### Cell outlines without signal wires

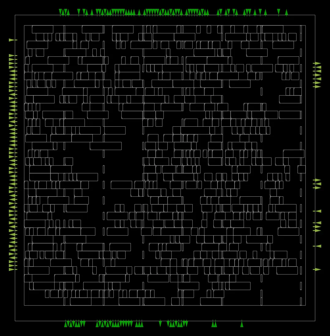
### Routed metal per tile

Bar = 20 microns. 21 x 21 tiles, from black (low) to pale yellow (high), scaled to the fullest tile. Values are wire area over tile area, all layers added.
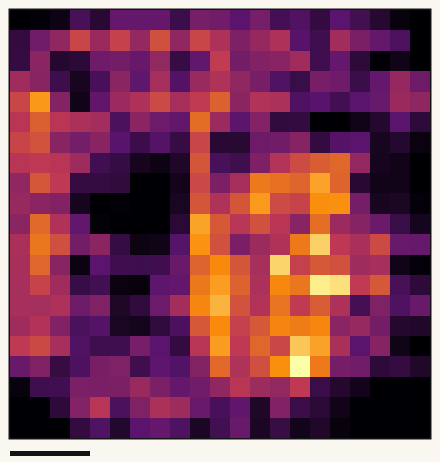
### Sequential cells colored by netlist name

Other sequential cells in the stronger gray, the rest of the logic in the fainter gray.
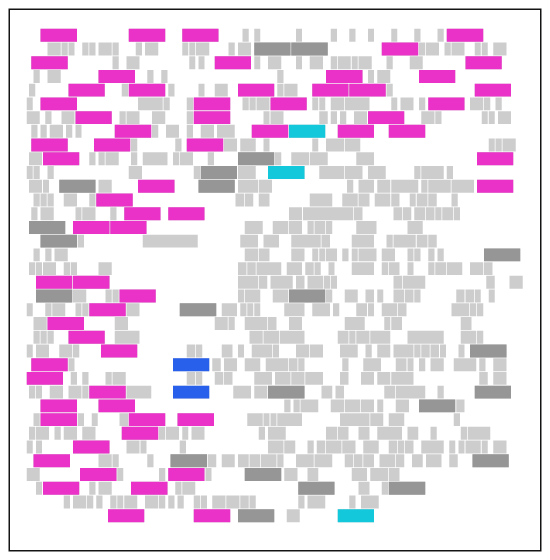
### Cells colored by class

Fill, decap, tap and diode cells in gray.
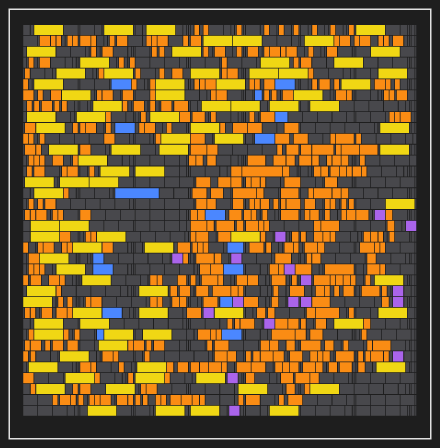
<file path="src/rtl/maze_pkg.sv">
// maze_pkg: shared encodings for the fault-aware multicast splitter.
//   pkt_type_e : packet type field carried on the mesh links
//   state_e    : splitter control states
package maze_pkg;

  typedef enum logic [1:0] {
    PKT_UNI = 2'b00,
    PKT_COL = 2'b01,
    PKT_ROW = 2'b10,
    PKT_BC  = 2'b11
  } pkt_type_e;

  typedef enum logic [1:0] {
    IDLE = 2'b00,
    PASS = 2'b01,
    REPL = 2'b10
  } state_e;

endpackage

</file>
<file path="src/rtl/maze_coord_next.sv">
// maze_coord_next: combinational destination enumerator.
//   start           : 1 = produce the first destination of the set,
//                     0 = produce the destination following (cur_x, cur_y)
//   pkt_type        : column / row / broadcast selects the walk order
//   cur_x, cur_y    : current destination (ignored when start=1)
//   tgt_x, tgt_y    : target fields fixing the column/row (used when start=1)
//   flt_x, flt_y    : faulty node, never produced
//   nxt_x, nxt_y    : produced destination
//   nxt_ok          : a non-faulty destination exists
//   nxt_is_last     : no non-faulty destination follows nxt_x/nxt_y
module maze_coord_next
  import maze_pkg::*;
#(
  parameter int MESH_X = 8,
  parameter int MESH_Y = 8,
  parameter int CW     = 3
) (
  input  logic          start,
  input  logic [1:0]    pkt_type,
  input  logic [CW-1:0] cur_x,
  input  logic [CW-1:0] cur_y,
  input  logic [CW-1:0] tgt_x,
  input  logic [CW-1:0] tgt_y,
  input  logic [CW-1:0] flt_x,
  input  logic [CW-1:0] flt_y,
  output logic [CW-1:0] nxt_x,
  output logic [CW-1:0] nxt_y,
  output logic          nxt_ok,
  output logic          nxt_is_last
);

  localparam logic [CW-1:0] MAX_X = CW'(MESH_X - 1);
  localparam logic [CW-1:0] MAX_Y = CW'(MESH_Y - 1);

  // One raw step of the walk, ignoring the fault. Stops at the mesh edge
  // instead of wrapping.
  function automatic void step(input logic [1:0] t, input logic [CW-1:0] x,
                               input logic [CW-1:0] y, output logic ok,
                               output logic [CW-1:0] nx, output logic [CW-1:0] ny);
    ok = 1'b0;
    nx = x;
    ny = y;
    case (t)
      PKT_COL: if (y != MAX_Y) begin ny = y + CW'(1); ok = 1'b1; end
      PKT_ROW: if (x != MAX_X) begin nx = x + CW'(1); ok = 1'b1; end
      PKT_BC: begin
        if (x != MAX_X) begin
          nx = x + CW'(1);
          ok = 1'b1;
        end else if (y != MAX_Y) begin
          nx = '0;
          ny = y + CW'(1);
          ok = 1'b1;
        end
      end
      default: ;
    endcase
  endfunction

  logic          a_ok, b_ok, c_ok, d_ok;
  logic [CW-1:0] a_x, a_y, b_x, b_y, c_x, c_y, d_x, d_y;

  // There is a single faulty node, so one extra step always clears it;
  // the second pair of steps looks ahead to flag the final destination.
  always_comb begin
    if (start) begin
      a_ok = 1'b1;
      a_x  = (pkt_type == PKT_COL) ? tgt_x : '0;
      a_y  = (pkt_type == PKT_ROW) ? tgt_y : '0;
    end else begin
      step(pkt_type, cur_x, cur_y, a_ok, a_x, a_y);
    end

    if (a_ok && (a_x == flt_x) && (a_y == flt_y)) begin
      step(pkt_type, a_x, a_y, b_ok, b_x, b_y);
    end else begin
      b_ok = a_ok;
      b_x  = a_x;
      b_y  = a_y;
    end

    step(pkt_type, b_x, b_y, c_ok, c_x, c_y);
    if (c_ok && (c_x == flt_x) && (c_y == flt_y)) begin
      step(pkt_type, c_x, c_y, d_ok, d_x, d_y);
    end else begin
      d_ok = c_ok;
      d_x  = c_x;
      d_y  = c_y;
    end

    nxt_x       = b_x;
    nxt_y       = b_y;
    nxt_ok      = b_ok;
    nxt_is_last = !d_ok;
  end

endmodule

</file>
<file path="src/rtl/fault_mcast_splitter.sv">
// fault_mcast_splitter: turns multicast/broadcast packets into serial
// unicast copies when a faulty node exists, skipping the faulty node.
//   in_*     : accepted packet (valid/ready handshake)
//   pg_*     : fault mode, captured together with the packet
//   out_*    : emitted packet or unicast copy (valid/ready handshake),
//              out_last marks the final copy of a packet
//   busy     : replication in progress
//   drop     : one-cycle pulse when an accepted packet has no destination
module fault_mcast_splitter
  import maze_pkg::*;
#(
  parameter int MESH_X = 8,
  parameter int MESH_Y = 8,
  parameter int CW     = 3,
  parameter int PW     = 64
) (
  input  logic          clk,
  input  logic          rst,
  input  logic          in_valid,
  output logic          in_ready,
  input  logic [1:0]    in_pkt_type,
  input  logic [CW-1:0] in_src_x,
  input  logic [CW-1:0] in_src_y,
  input  logic [CW-1:0] in_tgt_x,
  input  logic [CW-1:0] in_tgt_y,
  input  logic [PW-1:0] in_payload,
  input  logic          pg_en,
  input  logic [CW-1:0] pg_x,
  input  logic [CW-1:0] pg_y,
  output logic          out_valid,
  input  logic          out_ready,
  output logic [1:0]    out_pkt_type,
  output logic [CW-1:0] out_src_x,
  output logic [CW-1:0] out_src_y,
  output logic [CW-1:0] out_tgt_x,
  output logic [CW-1:0] out_tgt_y,
  output logic [PW-1:0] out_payload,
  output logic          out_last,
  output logic          busy,
  output logic          drop
);

  state_e        state_reg;
  pkt_type_e     mc_type_reg;
  logic [CW-1:0] flt_x_reg, flt_y_reg;

  logic          accept, is_pass;
  logic [1:0]    cn_type;
  logic [CW-1:0] cn_flt_x, cn_flt_y, cn_nxt_x, cn_nxt_y;
  logic          cn_ok, cn_is_last;

  // The final handshake of a packet frees the slot in the same cycle.
  assign in_ready = !rst && ((state_reg == IDLE) || (out_valid && out_ready && out_last));
  assign accept   = in_valid && in_ready;
  assign is_pass  = !pg_en || (in_pkt_type == PKT_UNI);

  // On acceptance the enumerator looks at the incoming packet to find the
  // first copy; otherwise it walks on from the copy currently presented.
  assign cn_type  = accept ? in_pkt_type : mc_type_reg;
  assign cn_flt_x = accept ? pg_x : flt_x_reg;
  assign cn_flt_y = accept ? pg_y : flt_y_reg;

  maze_coord_next #(
    .MESH_X(MESH_X),
    .MESH_Y(MESH_Y),
    .CW    (CW)
  ) u_coord_next (
    .start      (accept),
    .pkt_type   (cn_type),
    .cur_x      (out_tgt_x),
    .cur_y      (out_tgt_y),
    .tgt_x      (in_tgt_x),
    .tgt_y      (in_tgt_y),
    .flt_x      (cn_flt_x),
    .flt_y      (cn_flt_y),
    .nxt_x      (cn_nxt_x),
    .nxt_y      (cn_nxt_y),
    .nxt_ok     (cn_ok),
    .nxt_is_last(cn_is_last)
  );

  always_ff @(posedge clk) begin
    if (rst) begin
      state_reg    <= IDLE;
      mc_type_reg  <= PKT_UNI;
      flt_x_reg    <= '0;
      flt_y_reg    <= '0;
      out_valid    <= 1'b0;
      out_pkt_type <= '0;
      out_src_x    <= '0;
      out_src_y    <= '0;
      out_tgt_x    <= '0;
      out_tgt_y    <= '0;
      out_payload  <= '0;
      out_last     <= 1'b0;
      busy         <= 1'b0;
      drop         <= 1'b0;
    end else begin
      drop <= 1'b0;
      if (accept) begin
        out_src_x   <= in_src_x;
        out_src_y   <= in_src_y;
        out_payload <= in_payload;
        if (is_pass) begin
          state_reg    <= PASS;
          out_valid    <= 1'b1;
          out_last     <= 1'b1;
          busy         <= 1'b0;
          out_pkt_type <= in_pkt_type;
          out_tgt_x    <= in_tgt_x;
          out_tgt_y    <= in_tgt_y;
        end else begin
          mc_type_reg  <= pkt_type_e'(in_pkt_type);
          flt_x_reg    <= pg_x;
          flt_y_reg    <= pg_y;
          out_pkt_type <= PKT_UNI;
          out_tgt_x    <= cn_nxt_x;
          out_tgt_y    <= cn_nxt_y;
          if (cn_ok) begin
            state_reg <= REPL;
            out_valid <= 1'b1;
            out_last  <= cn_is_last;
            busy      <= 1'b1;
          end else begin
            // Every destination of the set is the faulty node.
            state_reg <= IDLE;
            out_valid <= 1'b0;
            out_last  <= 1'b0;
            busy      <= 1'b0;
            drop      <= 1'b1;
          end
        end
      end else if (out_valid && out_ready) begin
        if (out_last) begin
          state_reg <= IDLE;
          out_valid <= 1'b0;
          out_last  <= 1'b0;
          busy      <= 1'b0;
        end else begin
          out_tgt_x <= cn_nxt_x;
          out_tgt_y <= cn_nxt_y;
          out_last  <= cn_is_last;
        end
      end
    end
  end

endmodule

</file>
<file path="config.mk">
export PLATFORM = sky130hd
export DESIGN_NAME = fault_mcast_splitter
export DESIGN_NICKNAME = d
export VERILOG_FILES = /design/src/rtl/maze_pkg.sv /design/src/rtl/maze_coord_next.sv /design/src/rtl/fault_mcast_splitter.sv
export SDC_FILE = /design/constraint.sdc
export NUM_CORES = 1
export LEC_CHECK = 0
export CORE_AREA = 3 3 102 104
export DETAILED_ROUTE_END_ITERATION = 10
export DIE_AREA = 0 0 105 107
export DONT_BUFFER_PORTS = 1
export SLEW_MARGIN = 20
export SYNTH_ARGS = -nofsm -noshare
export SYNTH_HDL_FRONTEND = slang
export SYNTH_SLANG_ARGS = --single-unit
</file>
<file path="constraint.sdc">
create_clock -name clk -period 7.6 [get_ports clk]
set_clock_uncertainty 0.05 [all_clocks]
set_input_delay 2.28 -clock clk [delete_from_list [all_inputs] [get_ports clk]]
set_output_delay 2.28 -clock clk [all_outputs]
set_load 0.1 [all_outputs]
</file>
==> flow_summary_export.csv <==
group,metric,value,unit
placed_design,post-place-ws,0.571,ns
power_and_ir_drop,pg_seq,0.770,mW
logic_synthesis,synth.cellmix.compoundShare,13.5,%
power_and_ir_drop,finalPower,1.32,mW
worst_setup_path,critPathKind,"in -> reg",
final_layout,antenna_cells,0,
logic_synthesis,topCombFamilyByArea,"simple AND/OR/NAND/NOR gates",
logic_synthesis,postSynthAreaPerCell,7.99,sq um
placed_design,placed_area,4920,sq um
final_layout,drive_gt1_share,8.95,%
power_and_ir_drop,powerClk,0.342,mW
logic_synthesis,synth_top_area_share,38.6,%
logic_synthesis,ys_types,69,
clocking,ctsHoldBuffers,0,
clocking,post_cts_resized,0,
power_and_ir_drop,leakage,2.21,nW
clocking,cts_sinks,91,
power_and_ir_drop,switching_share,43.9,%
drt,wl_met2,6440,microns
grt,met1_usage,27.9,%
clocking,path_clk_slew,0.10,ns
logic_synthesis,ff_type,"dfxtp_1",
worst_setup_path,ff2ff_path_depth,18,
job,cap_violations,0,
final_layout,mostFrequentLayoutCell,"nand2_1",
worst_setup_path,cpPeakStageDelay,0.61,ns
logic_synthesis,simple_gate_area_share,35.4,%
worst_setup_path,cp.depth,18,
final_layout,fin_nets,689,
grt,grt_max_degree,96,
logic_synthesis,synth-edff-count,0,
job,tool_warnings,30,
logic_synthesis,synth-seq-cells,91,
grt,grt_util_met2,39.2,%
final_layout,final-seq-area,1820,sq um
floorplanning,die_y,107,microns
final_layout,top_register,"out_payload",
worst_setup_path,rr_startpoint,"busy$_SDFFE_PP0P_",
logic_synthesis,top_cells_by_count,"nand2_1 (180), dfxtp_1 (91), nand3b_1 (74)",
drt,wl_met1,5420,microns
grt,grt_pass1_vias,4084,
sta,rsz0062_at_grt,"false",
sta,fin_crit_sh,88.6,%
final_layout,comb_cells,455,
sta,relSlewSlack,25.3,%
final_layout,flop-count,91,
final_layout,comb_share,53.8,%
worst_setup_path,slowest_stage,"a2111oi_4",
worst_setup_path,startpoint,"rst",
grt,grt_pass1_wl,21000,microns
placed_design,hpwl,9340,microns
final_layout,buf_share,2.49,%
worst_setup_path,endpoint,"out_last$_SDFFE_PP0P_",
logic_synthesis,ys_sh_adder,3.44,%
logic_synthesis,synth_seq_share,38.6,%
clocking,clk_latency,0.37,ns
power_and_ir_drop,pg_comb,0.211,mW
run_status,outcome,"completed",
final_layout,largestClassByArea,"combinational gates",
final_layout,finalInstanceArea,5120,sq um
grt,antenna_found_initial,0,
logic_synthesis,ys_area,4720,sq um
final_layout,signal_buffers,17,
final_layout,largest_register_ffs,64,
final_layout,nNonClkInverters,13,
final_layout,final_cell_mix,"nand2_1 (180), dfxtp_1 (91), nand3b_1 (74)",
hold_path,min_path_type,"reg -> reg",
sta,final.setup.tns,0,ns
drt,routed_wl,13200,microns
hold_path,min_path_cells,2,
worst_setup_path,cp-end-kind,"register",
final_layout,n_clock_buffer,9,
power_and_ir_drop,p_clk_share,25.9,%
sta,holdWs,0.447,ns
hold_path,hp-start,"flt_x_reg[1]$_SDFFE_PP0P_",
drt,firstDrtPassIters,4,
floorplanning,chipArea,11200,sq um
worst_setup_path,crit_chain,"nand2b_1, a21oi_4, buf_4, mux2i_1, a311o_1, nand4b_1, a2111oi_4, nor2b_1, o31a_1, inv_1, ha_1, ha_1, nor2_1, nor2_1, a221oi_1, xor2_1, or4_1, o41ai_2",
grt,grt_busiest_layer,"met2",
power_and_ir_drop,p_switching,0.581,mW
final_layout,mi_logic_area,2750,sq um
logic_synthesis,syn_nets,693,
clocking,cts_buffers,9,
logic_synthesis,yosys_warnings,0,
sta,hold_viol_final,0,
sta,fmax,149,MHz
logic_synthesis,synth_top_cell_by_count,"nand2_1",
power_and_ir_drop,sequentialPowerShare,58.2,%
drt,first_iter_violations,259,
logic_synthesis,ys_sh_xor,1.11,%
Notes on 'Cell outlines without signal wires' above:
Rows: 36
fin cells: 725

Notes on 'Routed metal per tile' above:
tiles over half the peak: 21%
mean over tiles: 0.19
emptiest ninth of the die: upper right
via total after detailed routing: 4105
GRT Util Overall: 23.0%

Notes on 'Sequential cells colored by netlist name' above:
[cyan] `flt_x_reg` | sequential cells: 3
[blue] `mc_type_reg` | sequential cells: 2
[magenta] `out_payload` | sequential cells: 64 | where: widely spread

Notes on 'Cells colored by class' above:
[orange] combinational and other logic | cells: 468
[yellow] sequential cells | cells: 91
[blue] clock drivers and dummy loads | cells: 16
[purple] remaining buffers and delay cells | cells: 17

No activity file was given, so power comes from the tool's default toggle rates.
